==> src/rtl/imm_splitter.sv <==
// Purpose: narrows a 32-bit constant into the shortest ADDI / ORI / LUI(+ORI) immediate-field sequence.
// Latency: first beat valid the cycle after acceptance; in_ready returns the cycle after the last beat is taken.
// Backpressure: out_ready low stalls the FSM with out_imm/out_kind/out_last held; in_ready is low while beats are pending.
//
// Ports:
//   clk, rst_n                  : clock, synchronous active-low reset
//   in_valid/in_ready/in_value  : 32-bit constant input handshake
//   out_valid/out_ready         : immediate-beat output handshake
//   out_imm/out_kind/out_last   : 16-bit field, 00=ADDI 01=LUI 10=ORI, final-beat flag
//   split_cnt                   : saturating count of values that needed an LUI
module imm_splitter #(
    parameter bit ZEXT_EN = 1'b1,
    parameter int CNT_W   = 8
) (
    input  logic             clk,
    input  logic             rst_n,
    input  logic             in_valid,
    output logic             in_ready,
    input  logic [31:0]      in_value,
    output logic             out_valid,
    input  logic             out_ready,
    output logic [15:0]      out_imm,
    output logic [1:0]       out_kind,
    output logic             out_last,
    output logic [CNT_W-1:0] split_cnt
);

    typedef enum logic [1:0] {
        IDLE  = 2'd0,
        EMIT1 = 2'd1,
        EMIT2 = 2'd2
    } state_t;

    localparam logic [1:0] KIND_ADDI = 2'b00;
    localparam logic [1:0] KIND_LUI  = 2'b01;
    localparam logic [1:0] KIND_ORI  = 2'b10;

    state_t           state_q, state_d;
    logic [31:0]      value_q, value_d;
    logic             in_ready_q, in_ready_d;
    logic             out_valid_q, out_valid_d;
    logic [15:0]      out_imm_q, out_imm_d;
    logic [1:0]       out_kind_q, out_kind_d;
    logic             out_last_q, out_last_d;
    logic [CNT_W-1:0] cnt_q, cnt_d;

    logic sfit;
    logic zfit;
    logic low_zero;

    // Classification of the value being captured into value_q. Beat 1 is
    // loaded into the output flops on the capture edge so that out_* stay
    // purely registered.
    always_comb begin
        sfit     = (in_value[31:15] == {17{in_value[15]}});
        zfit     = ZEXT_EN && (in_value[31:16] == 16'h0000);
        low_zero = (in_value[15:0] == 16'h0000);
    end

    always_comb begin
        state_d     = state_q;
        value_d     = value_q;
        in_ready_d  = in_ready_q;
        out_valid_d = out_valid_q;
        out_imm_d   = out_imm_q;
        out_kind_d  = out_kind_q;
        out_last_d  = out_last_q;
        cnt_d       = cnt_q;

        case (state_q)
            IDLE: begin
                if (in_valid && in_ready_q) begin
                    value_d     = in_value;
                    state_d     = EMIT1;
                    in_ready_d  = 1'b0;
                    out_valid_d = 1'b1;
                    if (sfit) begin
                        out_kind_d = KIND_ADDI;
                        out_imm_d  = in_value[15:0];
                        out_last_d = 1'b1;
                    end else if (zfit) begin
                        out_kind_d = KIND_ORI;
                        out_imm_d  = in_value[15:0];
                        out_last_d = 1'b1;
                    end else begin
                        // UPONLY finishes with the LUI; FULL needs a trailing ORI.
                        out_kind_d = KIND_LUI;
                        out_imm_d  = in_value[31:16];
                        out_last_d = low_zero;
                        if (cnt_q != {CNT_W{1'b1}}) begin
                            cnt_d = cnt_q + CNT_W'(1);
                        end
                    end
                end
            end
            EMIT1: begin
                if (out_ready) begin
                    if (out_last_q) begin
                        state_d     = IDLE;
                        in_ready_d  = 1'b1;
                        out_valid_d = 1'b0;
                    end else begin
                        state_d    = EMIT2;
                        out_kind_d = KIND_ORI;
                        out_imm_d  = value_q[15:0];
                        out_last_d = 1'b1;
                    end
                end
            end
            EMIT2: begin
                if (out_ready) begin
                    state_d     = IDLE;
                    in_ready_d  = 1'b1;
                    out_valid_d = 1'b0;
                end
            end
            default: begin
                state_d     = IDLE;
                in_ready_d  = 1'b1;
                out_valid_d = 1'b0;
            end
        endcase
    end

    always_ff @(posedge clk) begin
        if (!rst_n) begin
            state_q     <= IDLE;
            value_q     <= 32'h0;
            in_ready_q  <= 1'b1;
            out_valid_q <= 1'b0;
            out_imm_q   <= 16'h0;
            out_kind_q  <= KIND_ADDI;
            out_last_q  <= 1'b0;
            cnt_q       <= '0;
        end else begin
            state_q     <= state_d;
            value_q     <= value_d;
            in_ready_q  <= in_ready_d;
            out_valid_q <= out_valid_d;
            out_imm_q   <= out_imm_d;
            out_kind_q  <= out_kind_d;
            out_last_q  <= out_last_d;
            cnt_q       <= cnt_d;
        end
    end

    assign in_ready  = in_ready_q;
    assign out_valid = out_valid_q;
    assign out_imm   = out_imm_q;
    assign out_kind  = out_kind_q;
    assign out_last  = out_last_q;
    assign split_cnt = cnt_q;

endmodule

==> config.mk <==
export PLATFORM = sky130hd
export DESIGN_NAME = imm_splitter
export DESIGN_NICKNAME = d
export VERILOG_FILES = /design/src/rtl/imm_splitter.sv
export SDC_FILE = /design/constraint.sdc
export NUM_CORES = 1
export LEC_CHECK = 0
export CORE_MARGIN = 5
export CORE_UTILIZATION = 52
export DETAILED_ROUTE_END_ITERATION = 7
export MAX_ROUTING_LAYER = met4
export PLACE_DENSITY = 0.93
export SKIP_LAST_GASP = 1
export SYNTH_ARGS = -nofsm -noshare
export SYNTH_HDL_FRONTEND = slang
export SYNTH_SLANG_ARGS = --single-unit
==> constraint.sdc <==
create_clock -name clk -period 3.3 [get_ports clk]
set_input_delay 0.825 -clock clk [delete_from_list [all_inputs] [get_ports clk]]
set_output_delay 0.825 -clock clk [all_outputs]
set_load 0.05 [all_outputs]
Figure 1. I/O nets highlighted.
(4 px per um)
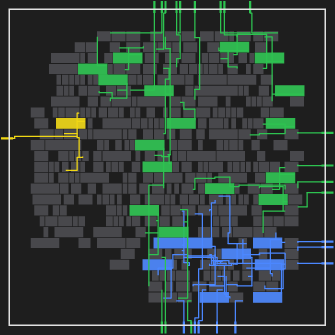
split_cnt -> blue  # direction output, edge 5 south, 3 east, end cells 8, buffers 8, wire 327 um
out_last -> yellow  # direction output, edge west, end cells 1, buffers 1, wire 41.4 um
out_imm -> green  # direction output, edge 9 north, 4 east, 3 south, end cells 16, buffers 16, wire 546 um
number of port buffers: 64
I/O pin total: 65

Figure 2. Signal wires by layer.
(8 px per um) Only two layers are drawn.
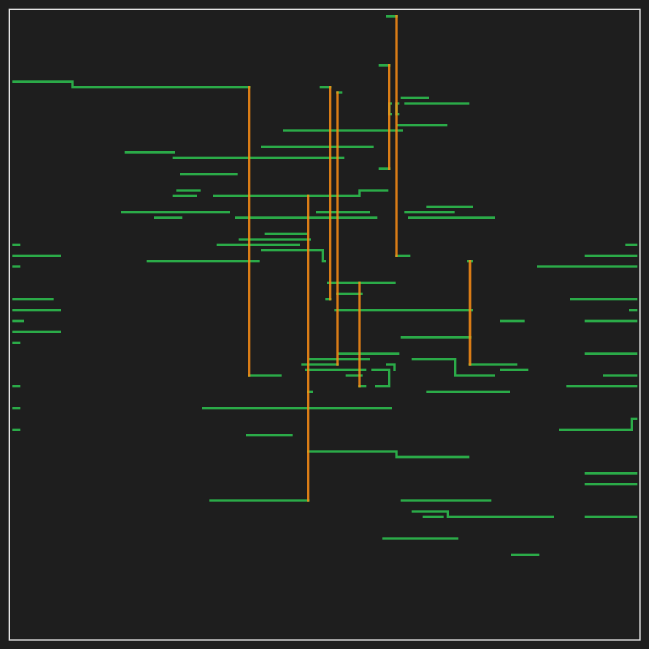
met4 -> orange  # wire length 203 um
met3 -> green  # wire length 585 um
via count: 2,713
DRT Wirelength: 7.37 mm
GRT Total Usage: 0.252
mean routed wirelength per cell: 17.3 um

[cell families after synthesis]
group                    share of synthesized area
AND/OR/NAND/NOR                              0.290
AND-OR/OR-AND                                0.263
flip-flops                                   0.384
buffers and inverters                       0.0582
adder cells (fa/ha/maj)                    0.00510
[path summary, 6_finish.rpt]
| kind | to | cells after the start | slack, ps |
|---|---|---|---|
| setup / recovery | split_cnt[2] | 7 | 690 |
| hold reg to reg | value_q[4] | 2 | 460 |
| hold / removal | value_q[4] | 2 | 460 |
| setup reg to reg | split_cnt[2] | 5 | 1290 |
[cell usage in the layout (no fill, tap or decap), drive strengths merged, types with 3 or more instances in the layout]
cell type	instances
nor4	9
o21a	16
o21ai	5
nand4	23
o211ai	16
nand2	82
o311ai	3
clkbuf	6
buf	9
or4	3
o31ai	3
dfxtp	47
o2111ai	16
o41ai	4
inv	4
nor2	9
clkdlybuf4s50	64
nand3	3
a21oi	24
nand2b	3
[critical path, delay by kind of cell]
family,cells,cell delay [ps]
buffers and inverters,2,780
AND/OR/NAND/NOR,3,780
AND-OR/OR-AND,2,440
[flip-flops by register name (all words and copies together) (netlist names)]
signal	count
in_ready	1
value_q	16
state_q	2
out_imm	16
out_valid	1
split_cnt	8
out_kind	2
out_last	1
[stage by stage]
step,cell area (um2),util
floorplan,2450,-
global placement,3110,0.668
detailed placement,3110,0.668
CTS,3230,0.693
global route,3230,0.693
finish,3230,0.693
[power breakdown]
group	switching [mW]	internal, mW
Sequential	0.0516	0.633
Combinational	0.363	0.208
Clock	0.198	0.245
Total	0.612	1.09
[metal layers]
metal | global-route usage | wire length (um)
met5 | - | 0
met4 | 0.107 | 203
met3 | 0.0482 | 585
met2 | 0.422 | 3700
met1 | 0.296 | 2880
==> results.toml <==
# generated from flow reports
[layout]
bufAreaShareNonClock = 0.219
seq_area_um2 = 941
drive_above_1_share = 0.0511
n_clock_buffer = 6
nets = 408
ff_count = 47
comb_area_share = 0.428
logic_area_um2 = 1380
fill_cells = 378
largest_class = "combinational gates"
antenna_cells = 0
syn2layout_area_growth_pct = 31.9
sh_seq_area = 0.291
instances_no_fill = 426
num-multi-input-gates = 240
buffers_excl_clock = 73

[setup_path]
critPathCaptureType = "flip-flop"
crit_fanout = 26
cp_cell_sequence = "clkdlybuf4s50_1 > nor4_1 > and4_1 > a41o_1 > buf_4 > or4_1 > a21oi_1"
slowest_stage = "clkdlybuf4s50_1"
rr_startpoint = "state_q[0]"
cpPeakStageDelay_ps = 560
cp.required_ps = 3520
critPathLaunch = "in_value[22]"
crit_type = "in2reg"

[synthesis]
ys_top_cells_by_count = "nand2_1, dfxtp_1, a21oi_1"
edf_count = 0
top_cell_area_share = 0.384
syn_avg_cell_area_um2 = 7.64
synth_seq_share = 0.384
yosys_warnings = 0
ys_ff = 47
synth_top_cell_by_area = "dfxtp_1"
synthCells = 321
synth.distinct_cells = 37
ys_cells = 321
ys.flop_type = "dfxtp_1"

[clock_tree]
post_cts_resize_count = 0
clk_pin_slew_ps = 90
clk-insertion-delay-late_ps = 300
cts_hold_buf = 0
root_buffer = "clkbuf_8"
clk_path_buf_depth = 2
cts_tree = "built"

[detailed_routing]
via_per_inst = 6.37
drc = 0
first_iter_violations = 303
drt-pass1-iter-count = 5
ant_nets = 0

[timing]
final_max_slew_viol_count = 0
setup_violations = 0
whs_ps = 462
period_needed_ps = 2610
fmax_mhz = 382
finalClockPeriodUsage = 0.792
hold_viol = 0
finalWorstSetupSlack_ps = 685
worst_pin_slew_ps = 1070
rsz0062_at_grt = "false"
relSlewSlack = 0.287

[pwr]
power_mw = 1.70
powerDensity_nw_per_um2 = 525
vdd_drop_max_mv = 0.299

[die]
chipArea_um2 = 6190
initCoreUtil = 0.526
core_um2 = 4660
fp.dieW_um = 78.7
rows = 25

[hold_path]
min_from = "value_q[4]"
holdCritPathClass = "reg2reg"

[placement]
hpwl_mm = 5.07
dp_slack_ps = 425

[grt]
antenna_found_initial = 0
grt_start_max_net_pins = 36
grt-ovfl-total = 0

[run]
warnings = 26

[run_status]
status = "finished, final reports clean"
